===== config.mk =====
export PLATFORM = sky130hd
export DESIGN_NAME = imem_load_ctrl
export DESIGN_NICKNAME = d
export VERILOG_FILES = /design/src/rtl/imem_load_ctrl.sv
export SDC_FILE = /design/constraint.sdc
export NUM_CORES = 1
export LEC_CHECK = 0
export CAP_MARGIN = 20
export CORE_MARGIN = 2
export CORE_UTILIZATION = 45
export CTS_CLUSTER_SIZE = 40
export DETAILED_ROUTE_END_ITERATION = 12
export GPL_TIMING_DRIVEN = 0
export PLACE_DENSITY = 0.71
export SETUP_SLACK_MARGIN = 0.02
export SLEW_MARGIN = 20
export SYNTH_ARGS = -nofsm -noshare
export SYNTH_HDL_FRONTEND = slang
export SYNTH_SLANG_ARGS = --single-unit
export TNS_END_PERCENT = 50

===== constraint.sdc =====
create_clock -name clk -period 3.6 [get_ports clk]
set_input_delay 0.54 -clock clk [delete_from_list [all_inputs] [get_ports clk]]
set_output_delay 0.54 -clock clk [all_outputs]
set_load 0.03 [all_outputs]

===== src/rtl/imem_load_ctrl.sv =====
// Boot-load controller that owns the mini-MIPS instruction store: the host streams
// words in while the core stalls, then the core fetches from it until it halts.
module imem_load_ctrl #(
  parameter int DEPTH = 32,
  parameter int AW    = 15
) (
  input  logic          clk,
  input  logic          rst,
  input  logic          ld_start,
  input  logic [AW:0]   ld_len,
  input  logic          ld_valid,
  input  logic [31:0]   ld_data,
  output logic          ld_ready,
  input  logic [AW-1:0] cpu_addr,
  output logic [31:0]   cpu_instr,
  input  logic          cpu_halt,
  output logic          cpu_run,
  output logic          ld_err,
  output logic [AW:0]   ld_count
);

  localparam int          IW      = (DEPTH > 1) ? $clog2(DEPTH) : 1;
  localparam logic [AW:0] DEPTH_L = (AW+1)'(DEPTH);

  typedef enum logic [1:0] {S_IDLE, S_LOAD, S_RUN} state_e;

  state_e      state_q, state_d;
  logic [AW:0] cnt_q, cnt_d;
  logic [AW:0] tgt_q, tgt_d;
  logic        err_q, err_d;
  logic        we;
  logic [31:0] mem [DEPTH];

  // The write pointer and ld_count always move together, so one register serves both.
  always_comb begin
    state_d = state_q;
    cnt_d   = cnt_q;
    tgt_d   = tgt_q;
    err_d   = err_q;
    we      = 1'b0;
    unique case (state_q)
      S_IDLE: begin
        if (ld_start) begin
          cnt_d   = '0;
          err_d   = (ld_len > DEPTH_L);
          tgt_d   = (ld_len > DEPTH_L) ? DEPTH_L : ld_len;
          state_d = (ld_len == '0) ? S_RUN : S_LOAD;
        end
      end
      S_LOAD: begin
        if (ld_valid) begin
          we    = 1'b1;
          cnt_d = cnt_q + (AW+1)'(1);
          if (cnt_d == tgt_q) state_d = S_RUN;
        end
      end
      S_RUN: begin
        if (cpu_halt) state_d = S_IDLE;
      end
      default: state_d = S_IDLE;
    endcase
  end

  always_ff @(posedge clk) begin
    if (rst) begin
      state_q <= S_IDLE;
      cnt_q   <= '0;
      tgt_q   <= '0;
      err_q   <= 1'b0;
    end else begin
      state_q <= state_d;
      cnt_q   <= cnt_d;
      tgt_q   <= tgt_d;
      err_q   <= err_d;
    end
  end

  // Store is never cleared; a reset on the same edge as a handshake suppresses the write.
  always_ff @(posedge clk) begin
    if (we && !rst) mem[cnt_q[IW-1:0]] <= ld_data;
  end

  assign ld_ready  = (state_q == S_LOAD);
  assign cpu_run   = (state_q == S_RUN);
  assign ld_err    = err_q;
  assign ld_count  = cnt_q;
  assign cpu_instr = (cpu_run && ({1'b0, cpu_addr} < DEPTH_L)) ? mem[cpu_addr[IW-1:0]] : 32'h0000_0000;

endmodule


Figure 1. Clock distribution (run 1).
Scale: 2 px per um.
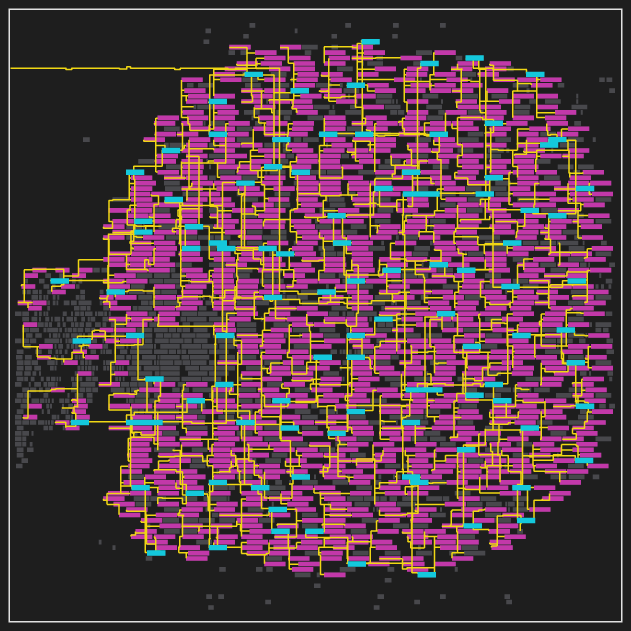
flip-flops: shown in magenta, count 1059. clock-net drivers: shown in cyan, count 102. clock wires: shown in yellow, length 11300 um.
Position of the flops: widely spread.
clock power share: 41.4%
Setup Skew: 0.02821 ns
clock latency reported for the late side of the worst-skew pair: 0.66 ns

Figure 2. Clock wiring as the flow saved it (run 1).
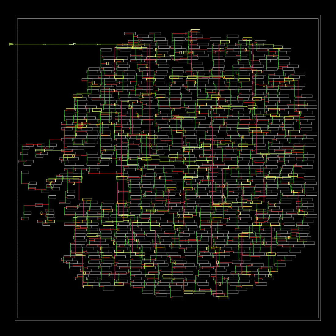
number of sinks on the clock net: 1059
CTS Buf Count: 102
power dissipated in the clock network: 10400 uW
clock buf count: 130

Figure 3. Local utilization (run 1).
Scale: 1 px per um. The die is cut into 31 by 31 equal tiles; black is low, pale yellow is high, 0 to 100% covered.
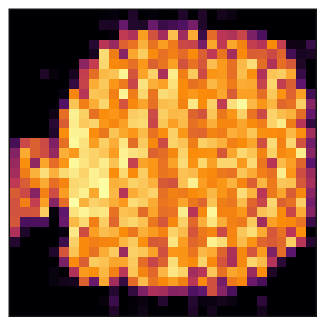
34% of the tiles are over 75% full. The fullest tile reaches 100%. The mean over all tiles is 51%.
core area: 90010 um^2
floorplan utilization: 45.46%
final standard cell utilization of the core: 54.16%

Figure 4. Layout detail (run 1).
Region (140, 140) to (165, 165) um. Cells in gray, sequential cells in the stronger gray; small squares are vias.
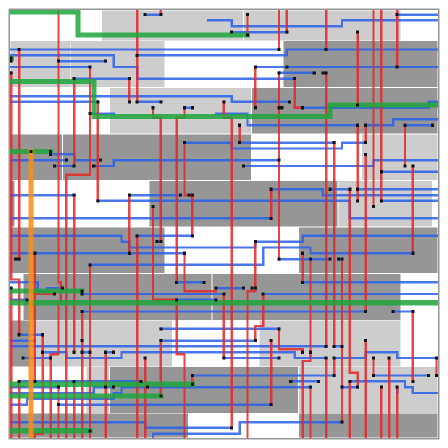
M1: shown in blue. M4: shown in orange. M2: shown in red. M3: shown in green.
Sequential cells in the window: 11. 22 logic cells have their middle in the window. Netlist names of flops here include `mem` (11). Most frequent: edfxtp_1 (11), mux4_2 (6), buf_8 (3).

==> results.txt, run 1 <==
From the run reports.

- Of the total synthesized cell area, the portion taken by XOR and XNOR cells is 0.5137%.
- The slew of the pin with the lowest slew margin is 1.108 ns.
- The slack of the worst reg-to-reg path is 0.01 ns.
- The report puts the cell count of the worst reg-to-reg path at 7.
- The number of hold violations in the final report is 0.
- Per the timing report, the biggest fanout along the worst path comes to 10.
- The post-DP HPWL reads 62080 um.
- Looking at the cell usage after synthesis, the top flip-flop cell is sky130_fd_sc_hd__edfxtp_1.
- The portion of synthesized cell area occupied by the leading cell type is 75.15%.
- The critical path launch point type reads a register.
- The violation tally from detailed-route iteration zero reads 2737.
- The number of antenna violations at the first check in global routing is 3.
- The first-pass GRT wire length is 143700 um.
- The required arrival time at the worst endpoint reads 3.06 ns.
- The total overflow reported by the global router is 0.
- The largest net degree at the start of global routing is 33.
- By instance count after routing, the leading logic cell types are sky130_fd_sc_hd__edfxtp_1, sky130_fd_sc_hd__mux4_2, sky130_fd_sc_hd__clkbuf_16, sky130_fd_sc_hd__clkdlybuf4s50_1, sky130_fd_sc_hd__nor2_1.
- STA lists the startpoint of the worst hold path as ld_data[13].
- Ranked by total cell area, the synthesized netlist is headed by sky130_fd_sc_hd__edfxtp_1, sky130_fd_sc_hd__mux4_2, sky130_fd_sc_hd__dfxtp_1, sky130_fd_sc_hd__nor2_1, sky130_fd_sc_hd__mux2i_1.
- The power density of the placed cells reads 515.8 nW/um^2.
- Per the timing report, the achievable frequency comes out to 272.9 MHz.
- The run finished, with violations left.
- The register area share after synthesis is 76.87%.
- The die height is 305.5 um.
- The port buffer count is 113.
- The area fraction in mux cells reads 18.48%.
- The average cell area after synthesis is 23.08 um^2.
- After detailed placement, the design holds a cell count of 3109.
- Setup repair after global routing could not meet its margin everywhere.
- The maximum clock path buffer count is 3.
- The startpoint of the worst register-to-register path reads state_q[0].
- In the hold report, the worst path ends at mem[15][13].
- The area recorded from the Yosys report for this design is 40920 um^2.
- The layout cell share with drive strength beyond 1 is 30.54%.
- The total I/O pin count is 119.
- The worst vdd rail ir drop is 0.4455 mV.
- The die area is 93350 um^2.
- The congestion estimate from routability-driven global placement came to 0.8217.
- The checks that failed: negative setup slack.
- The detailed-routing iteration count for the pre-antenna-repair pass reads 5.
- The post-detailed-route DRC marker count reads 0.
- The smallest setup slack after layout is -0.06458 ns.
- The most instantiated logic cell after routing reads sky130_fd_sc_hd__edfxtp_1.
- The minimum clock period after layout reads 3.665 ns.
- The H-tree depth is 3.
- The count of endpoints failing setup in the final report is 1.
- The synthesized netlist was found by Yosys to have 1773 cells.
- The global routing usage summed across all routing layers is 21.46%.
- The detailed router placed 20114 vias in this run.
- After floorplanning, the core was divided into 110 placement rows.
- Per the synthesis report, the AND-OR/OR-AND share of the synthesized area is 0.8501%.
- The arrival time of data at the worst endpoint is listed as 3.12 ns.
- The category of the worst setup path capture point is an output port.
- After synthesis the cells add up to 40920 um^2.
- The report gives the cell count of the worst hold path as 1.
- The number of violations of the max-capacitance limit reads 0.
- Summing all flip-flop and latch instances after layout gives 31450 um^2.
- The post-synthesis share of cell area spent on full adders, half adders and majority gates is 0.1223%.
- The synthesized flop and latch total is 1059.
- The number of synthesized flops with an enable pin is 1024.
- sky130_fd_sc_hd__edfxtp_1 is the most common cell in the netlist.
- The max-slew headroom at the worst pin reads 25.89%.
- After detailed routing, the total wire length is 99820 um.
- The synthesized instance count reads 1773.
- The post-synth net total reads 1845.
- Clock tree synthesis selected as its root buffer the cell sky130_fd_sc_hd__clkbuf_16.
- The warning count from the yosys run reads 0.
- The completed layout was analyzed and its total power is 25150 uW.
- The part of the cycle the worst path needs reads 101.8%.
- The cell area reported after detailed placement is 44910 um^2.
- The share of flip-flops with an asynchronous set or reset after synthesis is 0%.
- The synthesis run identifies the leading combinational cell family as multiplexers.
- The number of slew-limit violations in the final report is 0.
## run 1: power by group
group	leakage [uW]	switching (uW)	total, uW	internal [uW]
combinational	0.00432	654	1190	534
clock	0.00159	4500	10400	5910
sequential	0.00949	13.8	13500	13500
total	0.0154	5170	25100	20000
## run 1: cell type report
class,instances,share of cell area (%)
buffer,91,1.358
tap,1176,3.018
timing repair buffer,185,5.308
clock inverter,60,1.034
antenna,1,0.005133
inverter,3,0.02310
sequential,1059,64.51
clock buffer,130,5.654
multi-input combinational,620,19.09
## run 1: per-stage QoR
step	TNS (ns)	utilization (%)	setup WS (ns)
3_5_place_dp	-144.34	49.89	-1.118
4_1_cts	-0.2166	53.88	-0.05755
5_1_grt	-15.41	54.16	-0.1649
2_1_floorplan	-39.88	-	-0.05222
6_report	-0.06458	54.16	-0.06458
3_3_place_gp	-2246.83	48.35	-2.405
## run 1: kinds of logic (layout without fill, tap and decap cells)
kind of cell,after synthesis,after routing
flip-flops,1059,1059
adder cells (fa/ha/maj),4,4
buffers and inverters,94,469
AND-OR/OR-AND,53,53
XOR/XNOR,24,24
AND/OR/NAND/NOR,184,184
other,0,1
multiplexers,355,355
## run 1: how the worst max path moves through the flow
stage	start	end	cells after the start
floorplan	state_q[0]	mem[31][0]	5
finish	state_q[1]	cpu_instr[26]	5
CTS	cpu_addr[0]	cpu_instr[31]	8
detailed placement	cpu_addr[0]	cpu_instr[31]	8
global placement	ld_valid	mem[8][11]	5
global route	state_q[0]	mem[27][24]	7
## run 1: state kept, by name (all words and copies together) (netlist names)
| name | flops |
|---|---|
| tgt_q | 16 |
| ld_count | 16 |
| state_q | 2 |
| ld_err | 1 |
| mem | 1024 |
## run 1: layer usage
metal / routed length, um / vias up / part of all wire [%] / track usage (%)
li1: - / 8121 / - / -
met1: 37950 / 10716 / 38 / 28.87
met2: 49680 / 1068 / 50 / 35.47
met3: 8323 / 207 / 8.3 / 3.591
met4: 3862 / 2 / 3.9 / 8.134
met5: 11 / - / 0.011 / 0
## run 1: critical path, cell delays in order, from the launching register on
cell                            delay, ns
sky130_fd_sc_hd__dfxtp_1             0.42
sky130_fd_sc_hd__nor2b_1             0.22
sky130_fd_sc_hd__nand4_1             0.48
sky130_fd_sc_hd__clkbuf_2            0.48
sky130_fd_sc_hd__nor2_1              0.40
sky130_fd_sc_hd__dlygate4sd2_1       0.47
## run 1: repair_timing
item,in CTS,in global routing
hold buffers,0,0
endpoints found under the setup margin,219,318
setup buffers,9,14
resized,128,15
pin swaps,11,9
Figure 5. Placed cells, one color a class (run 1).
Scale: 1 px per um. Fill, decap, tap and diode cells in gray.
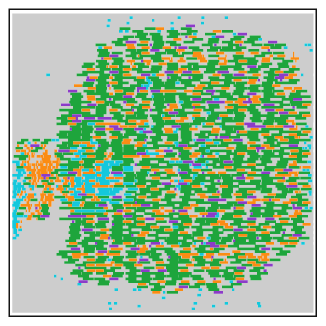

==> run 2: changes to the inputs <==
Settings changed: CTS_CLUSTER_SIZE 40 to 25, GPL_TIMING_DRIVEN 0 to default.
Figure 6. Placed cells, one color a class (run 2).
Scale: 1 px per um. Fill, decap, tap and diode cells in gray.
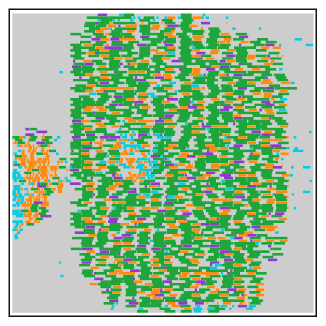
clock drivers and dummy loads: shown in purple, cells 195, share of their area 7.1%. remaining logic cells: shown in orange, cells 623, share of their area 20%. registers: shown in green, cells 1059, share of their area 68%. remaining buffers and delay cells: shown in cyan, cells 233, share of their area 5.3%.
Row Count: 110
total non-filler cell area in the finished layout: 47990 um^2

==> run 2 against run 1 <==
  * The run now ends clean
  * First-iteration DRC count down 20%
  * Synthesized area unchanged
  * Design area down 1.6%
  * Critical path depth up 2
  * Flip-flop count unchanged
  * Utilization down 0.84 points
  * Largest power group unchanged
  * Highest routed layer is now met4
==> results.txt, run 2 <==
From the run reports.

- The flow ran to the end, and the final reports show no timing, DRC or antenna violations.
- The synthesized flop and latch total is 1059.
- Summed over all layers, the routed wires come to 96900 um.
- Leaving out fill and tap cells, the most frequent cells in the layout are sky130_fd_sc_hd__edfxtp_1, sky130_fd_sc_hd__mux4_2, sky130_fd_sc_hd__clkbuf_16, sky130_fd_sc_hd__buf_4, sky130_fd_sc_hd__clkdlybuf4s50_1.
- The portion of synthesized cell area occupied by the leading cell type reads 75.15%.
- The required arrival time at the worst endpoint is 3.06 ns.
- The global routing usage summed across all routing layers reads 20.95%.
- The maximum clock path buffer count reads 3.
- Hold repair after CTS inserted 0 buffers.
- Sequential cells were found to cover 76.87% of the synthesized design area.
- The die area is 93350 um^2.
- The violation tally from detailed-route iteration zero is 2182.
- The total overflow reported by the global router reads 0.
- The worst setup path is launched from an input port.
- The largest net degree at the start of global routing reads 47.
- The final worst clock skew reads 0.03090 ns.
- The clock sink count is 1059.
- The area of the core reads 90010 um^2.
- The number of synthesized flops with an enable pin is 1024.
- Of all flip-flops after synthesis, the portion carrying an async set or reset was 0%.
- The number of cells after detailed placement is 3090.
- The smallest setup slack after layout reads 0.2483 ns.
- The cell depth of the worst flop-to-flop path reads 7.
- The synthesized netlist was found by Yosys to have 1773 cells.
- STA classifies the critical path endpoint as an output port.
- The warning tally printed by Yosys for this design is 0.
- Post-route period utilization is reported as 93.10%.
- The initial standard-cell utilization of the core is 45.46%.
- The die height reads 305.5 um.
- Along the worst path, the maximum fanout reaches 26.
- The synthesis area per yosys is 40920 um^2.
- The detailed-routing iteration count for the pre-antenna-repair pass reads 5.
- The max-slew headroom at the worst pin is 26.74%.
- The final weighted congestion in routability-driven placement is 0.8160.
- The synthesis report lists the most area-consuming cells as sky130_fd_sc_hd__edfxtp_1, sky130_fd_sc_hd__mux4_2, sky130_fd_sc_hd__dfxtp_1, sky130_fd_sc_hd__nor2_1, sky130_fd_sc_hd__mux2i_1.
- The count of endpoints failing setup in the final report is 0.
- The post-DP HPWL is 54540 um.
- The number of hold violations in the final report reads 0.
- The number of flip-flops in the largest register is 1024.
- The H-tree depth reads 3.
- The post-placement setup slack is 0.2500 ns.
- The number of setup buffers added after CTS is 0.
- The number of cells upsized or downsized after cts is 0.
- The number of maximum-capacitance violations recorded for the run is 0.
- The worst vdd rail ir drop reads 0.3290 mV.
- In the final layout, the share of cells above drive strength 1 is 32.09%.
- The transition time recorded at the tightest slew-check pin is 1.096 ns.
- The clock reaches the later pin of the worst-skew pair after 0.68 ns.
Figure 7. Local utilization (run 2).
Scale: 1 px per um. The die is cut into 31 by 31 equal tiles; black is low, pale yellow is high, 0 to 100% covered.
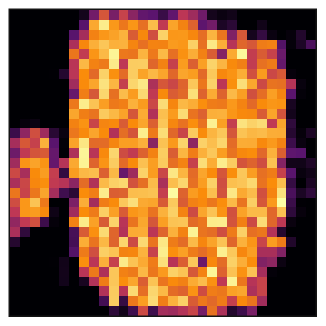
23% of the tiles are nearly empty. The fullest tile reaches 100%. The mean over all tiles is 50%.
final standard cell utilization of the core: 53.32%

==> run 2: area by class of cell <==
cell class	instances	area, um^2
diodes	2	5.005
clock inverters	66	521.8
fillers	6697	42020
well taps	1176	1471
multi-input cells	620	9303
inverters	3	11.26
flip-flops and latches	1059	31450
clock buffers	129	2781
repair buffers	233	2451
==> run 2: how the worst min path moves through the flow <==
stage,start,to,slack (ns),depth (start not counted)
2_1_floorplan,tgt_q[14],tgt_q[14],0.45,1
3_3_place_gp,tgt_q[8],tgt_q[8],0.47,1
3_5_place_dp,tgt_q[15],tgt_q[15],0.47,1
5_1_grt,ld_data[27],mem[6][27],0.40,1
4_1_cts,tgt_q[15],tgt_q[15],0.49,1
6_report,ld_data[27],mem[24][27],0.37,1
==> run 2: logic make-up (layout without fill, tap and decap cells) <==
| family | Yosys count | count (layout) | share of synthesized area (%) |
|---|---|---|---|
| compound gates | 53 | 53 | 0.8502 |
| flops | 1059 | 1059 | 76.87 |
| mux | 355 | 355 | 18.48 |
| xor+xnor | 24 | 24 | 0.5137 |
| fa+ha+maj | 4 | 4 | 0.1223 |
| buf+inv | 94 | 431 | 0.9846 |
| other cells | 0 | 2 | 0 |
| simple gates | 184 | 184 | 2.186 |
==> run 2: worst max-delay path: stages <==
cell	delay, ns
sky130_fd_sc_hd__buf_8	0.24
sky130_fd_sc_hd__buf_12	0.28
sky130_fd_sc_hd__mux4_2	0.54
sky130_fd_sc_hd__mux4_2	0.48
sky130_fd_sc_hd__mux2i_1	0.38
sky130_fd_sc_hd__nor2_1	0.09
sky130_fd_sc_hd__buf_4	0.20
==> run 2: power breakdown <==
| part | internal [uW] | leakage, uW | total [uW] | switching, uW |
|---|---|---|---|---|
| clock | 5980 | 0.00163 | 10400 | 4460 |
| combinational | 543 | 0.00397 | 1150 | 604 |
| sequential | 13500 | 0.00949 | 13500 | 14.7 |
| total | 20100 | 0.0151 | 25100 | 5080 |
==> run 2: routing by layer <==
| layer | vias up | track usage (%) | share of wire [%] |
|---|---|---|---|
| met2 | 1034 | 34.25 | 50 |
| li1 | 8046 | - | - |
| met4 | 0 | 7.767 | 3.1 |
| met1 | 10450 | 28.43 | 38 |
| met5 | - | 0 | 0 |
| met3 | 171 | 3.716 | 8.7 |
==> run 2: metrics by stage <==
stage / cell area, um^2 / power (uW) / setup TNS (ns)
global route: 47990 / 25880 / 0
CTS: 48010 / 25320 / 0
floorplan: 40920 / 14470 / -39.88
detailed placement: 44710 / 14970 / 0
global placement: 44710 / 14930 / 0
finish: 47990 / 25140 / 0
==> run 3: changes to the inputs <==
Settings changed: CORE_MARGIN 2 to 5, RECOVER_POWER from default to 100.
==> run 3 against run 2 <==
  * Fmax is 0.98% lower
  * Largest power group unchanged
  * Register-to-register slack worse by 0.46 ns
  * Largest cell class unchanged
  * First-iteration DRC count is 2.3% higher
  * Non-clock buffer count is 1 higher
  * Power is 1.0% higher
  * Design area is 1.2% lower
  * Combinational power is 3% lower
==> results.txt, run 3 <==
From the run reports.

- The cell count in the Yosys report is 1773.
- The category of the worst setup path capture point reads an output port.
- The area of the core reads 90150 um^2.
- The synthesized instance count is 1773.
- The run finished with clean final reports.
- The timing report gives the biggest stage delay along the critical path as 0.50 ns.
- The end-of-flow timing check tallies setup violations at 0.
- The number of slew-limit violations in the final report reads 0.
- The count of vias placed by the detailed router reads 19678.
- The cell sitting at the root of the clock tree is a sky130_fd_sc_hd__clkbuf_16.
- The power density of the placed cells reads 535.5 nW/um^2.
- The iteration count recorded for the first detailed-route pass is 5.
- The synthesis log from Yosys contains 0 warnings.
- Entering global routing, the biggest net connects 42 pins.
- The number of synthesized flops with an enable pin is 1024.
- The flow reports an fmax of 295.4 MHz.
- The max-slew headroom at the worst pin is 5.051%.
- After filler insertion, the fill cell instance count of the layout stands at 6702.
- The first global-routing pass estimated 141200 um of wire.
- The dominant synthesized flop cell reads sky130_fd_sc_hd__edfxtp_1.
- The stat command in Yosys gives a chip area of 40920 um^2.
- Global routing used 19.88% of the available tracks.
- The clock H-tree reported by CTS has 3 levels.
- The clock sink count reads 1059.
- The share of flip-flops with an asynchronous set or reset after synthesis is 0%.
- In this run, the number of DRC markers left after iteration 0 of detailed routing was 2233.
- Per the cell usage report, the commonest logic cells after layout are sky130_fd_sc_hd__edfxtp_1, sky130_fd_sc_hd__mux4_2, sky130_fd_sc_hd__clkbuf_16, sky130_fd_sc_hd__nor2_1, sky130_fd_sc_hd__clkbuf_2.
- The library cell contributing the largest single delay on the critical path is sky130_fd_sc_hd__mux4_2.
- The critical path launch point type is an input port.
- The routed design uses 49120 um of met2 wire.
- The total overflow reported by the global router reads 0.
- The maximum clock path buffer count is 3.
- Setup repair after global routing left no endpoint under its margin.
- The average cell area after synthesis is 23.08 um^2.
- The port buffer count is 118.
- The most instantiated logic cell after routing is sky130_fd_sc_hd__edfxtp_1.
- The clock latency on the worst-skew pair reads 0.68 ns.
- The detailed-route wire length on metal 1 reads 36830 um.
- The number of antenna violations at the first check in global routing is 7.
- The count of hold buffers inserted by post-cts repair is 0.
- The post-detailed-route DRC marker count is 0.
- During I/O placement, the number of pins put on the boundary was 119.
- The portion of synthesized cell area occupied by the leading cell type is 75.15%.
- The transition time recorded at the tightest slew-check pin is 1.424 ns.
- The final weighted congestion in routability-driven placement is 0.8058.
- The highest layer used for signal routing is met5.
- Note, the detailed placer reported a final HPWL of 54400 um.
- The post-synth net total is 1845.
- The final worst clock skew is 0.03605 ns.
- The number of placement rows reads 110.
- Per the final timing report, the hold violations number 0.
- After detailed routing, the total wire length is 97120 um.
- Listed in order, past its start point the critical path passes buf_8 > buf_6 > buf_4 > mux4_2 > mux4_2 > mux2i_1 > nor2_1 > buf_4.
- The total power is 25400 uW.
- The number of buffers inserted to repair setup after CTS is 0.
- The number of cells upsized or downsized after cts reads 0.
- Yosys reported a register bit count of 1059.
==> run 3: cell counts after synthesis <==
Identical to the previous run, type by type.
==> run 3: path summary, 6_finish.rpt <==
kind / from / endpoint / slack, ns / depth (start not counted)
max reg2reg: state_q[0] / mem[24][14] / 0.30 / 7
min: tgt_q[12] / tgt_q[12] / 0.48 / 1
max: cpu_addr[0] / cpu_instr[9] / 0.22 / 8
min reg2reg: tgt_q[12] / tgt_q[12] / 0.48 / 1
==> run 3: area by class of cell <==
type | count | area, um^2 | share of cell area (%)
Clock inverter | 58 | 583.1 | 1.229
Antenna cell | 3 | 7.507 | 0.01583
Sequential cell | 1059 | 31450 | 66.31
Multi-Input combinational cell | 620 | 9092 | 19.17
Timing Repair Buffer | 234 | 2011 | 4.239
Clock buffer | 129 | 2803 | 5.909
Tap cell | 1176 | 1471 | 3.102
Inverter | 3 | 11.26 | 0.02374
==> run 3: per-stage QoR <==
step / setup slack, ns / util, % / std cells / TNS, ns / instance area (um^2)
after floorplan: -0.05222 / - / 1773 / -39.88 / 40920
after global placement: 0.2694 / 49.50 / 3092 / 0 / 44620
after detailed placement: 0.2829 / 49.50 / 3092 / 0 / 44620
after CTS: 0.2777 / 53.25 / 3279 / 0 / 48010
after global routing: 0.08810 / 52.61 / 3281 / 0 / 47430
final: 0.2150 / 52.61 / 3282 / 0 / 47430
==> run 3: layer usage <==
layer	up-vias	global-route usage (%)
met5	-	0
met1	10517	26.57
li1	8038	-
met2	976	33.54
met3	143	4.592
met4	4	5.010
==> run 3: cells by family (layout without fill, tap and decap cells) <==
| family | count (synthesis) | after routing | synth area share [%] |
|---|---|---|---|
| AND-OR/OR-AND | 53 | 53 | 0.8502 |
| XOR/XNOR | 24 | 24 | 0.5137 |
| adder cells (fa/ha/maj) | 4 | 4 | 0.1223 |
| buffers and inverters | 94 | 424 | 0.9846 |
| flip-flops | 1059 | 1059 | 76.87 |
| multiplexers | 355 | 355 | 18.48 |
| other | 0 | 3 | 0 |
| AND/OR/NAND/NOR | 184 | 184 | 2.186 |
==> run 3: where the power goes <==
part | leakage (uW) | internal [uW] | total [uW] | switching, uW
registers | 0.00949 | 13500 | 13500 | 14.4
clock network | 0.00166 | 6240 | 10700 | 4490
logic | 0.00383 | 525 | 1110 | 590
==> run 3: worst reg2reg max path: stages, from the launching register on <==
cell and delay (ns):
sky130_fd_sc_hd__dfxtp_1 0.45, sky130_fd_sc_hd__nor2b_1 0.32, sky130_fd_sc_hd__nand2_1 0.11, sky130_fd_sc_hd__nor2_1 0.31
sky130_fd_sc_hd__nand2_1 0.14, sky130_fd_sc_hd__clkbuf_1 0.37, sky130_fd_sc_hd__nor2_1 0.25, sky130_fd_sc_hd__buf_2 0.90
Figure 8. Local utilization (run 3).
Scale: 1 px per um. The die is cut into 31 by 31 equal tiles; black is low, pale yellow is high, 0 to 100% covered.
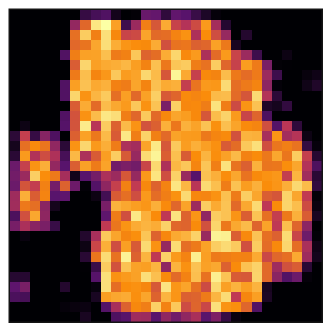
The fullest tile reaches 100%. 25% of the tiles are nearly empty. The emptiest ninth of the die: south-west. The mean over all tiles is 47%. 31% of the tiles are over 75% full.

Figure 9. Placed cells, one color a class (run 3).
Scale: 1 px per um. Fill, decap, tap and diode cells in gray.
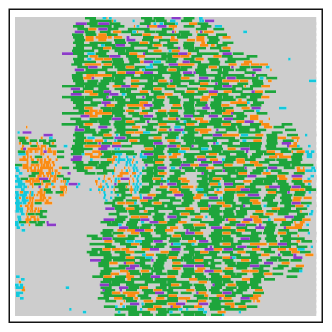
clock drivers and dummy loads: shown in purple, cells 187, share of their area 7.4%. remaining buffers and delay cells: shown in cyan, cells 234, share of their area 4.4%. registers: shown in green, cells 1059, share of their area 68%. remaining logic cells: shown in orange, cells 623, share of their area 20%.

Power is estimated from default activity; no workload was simulated.
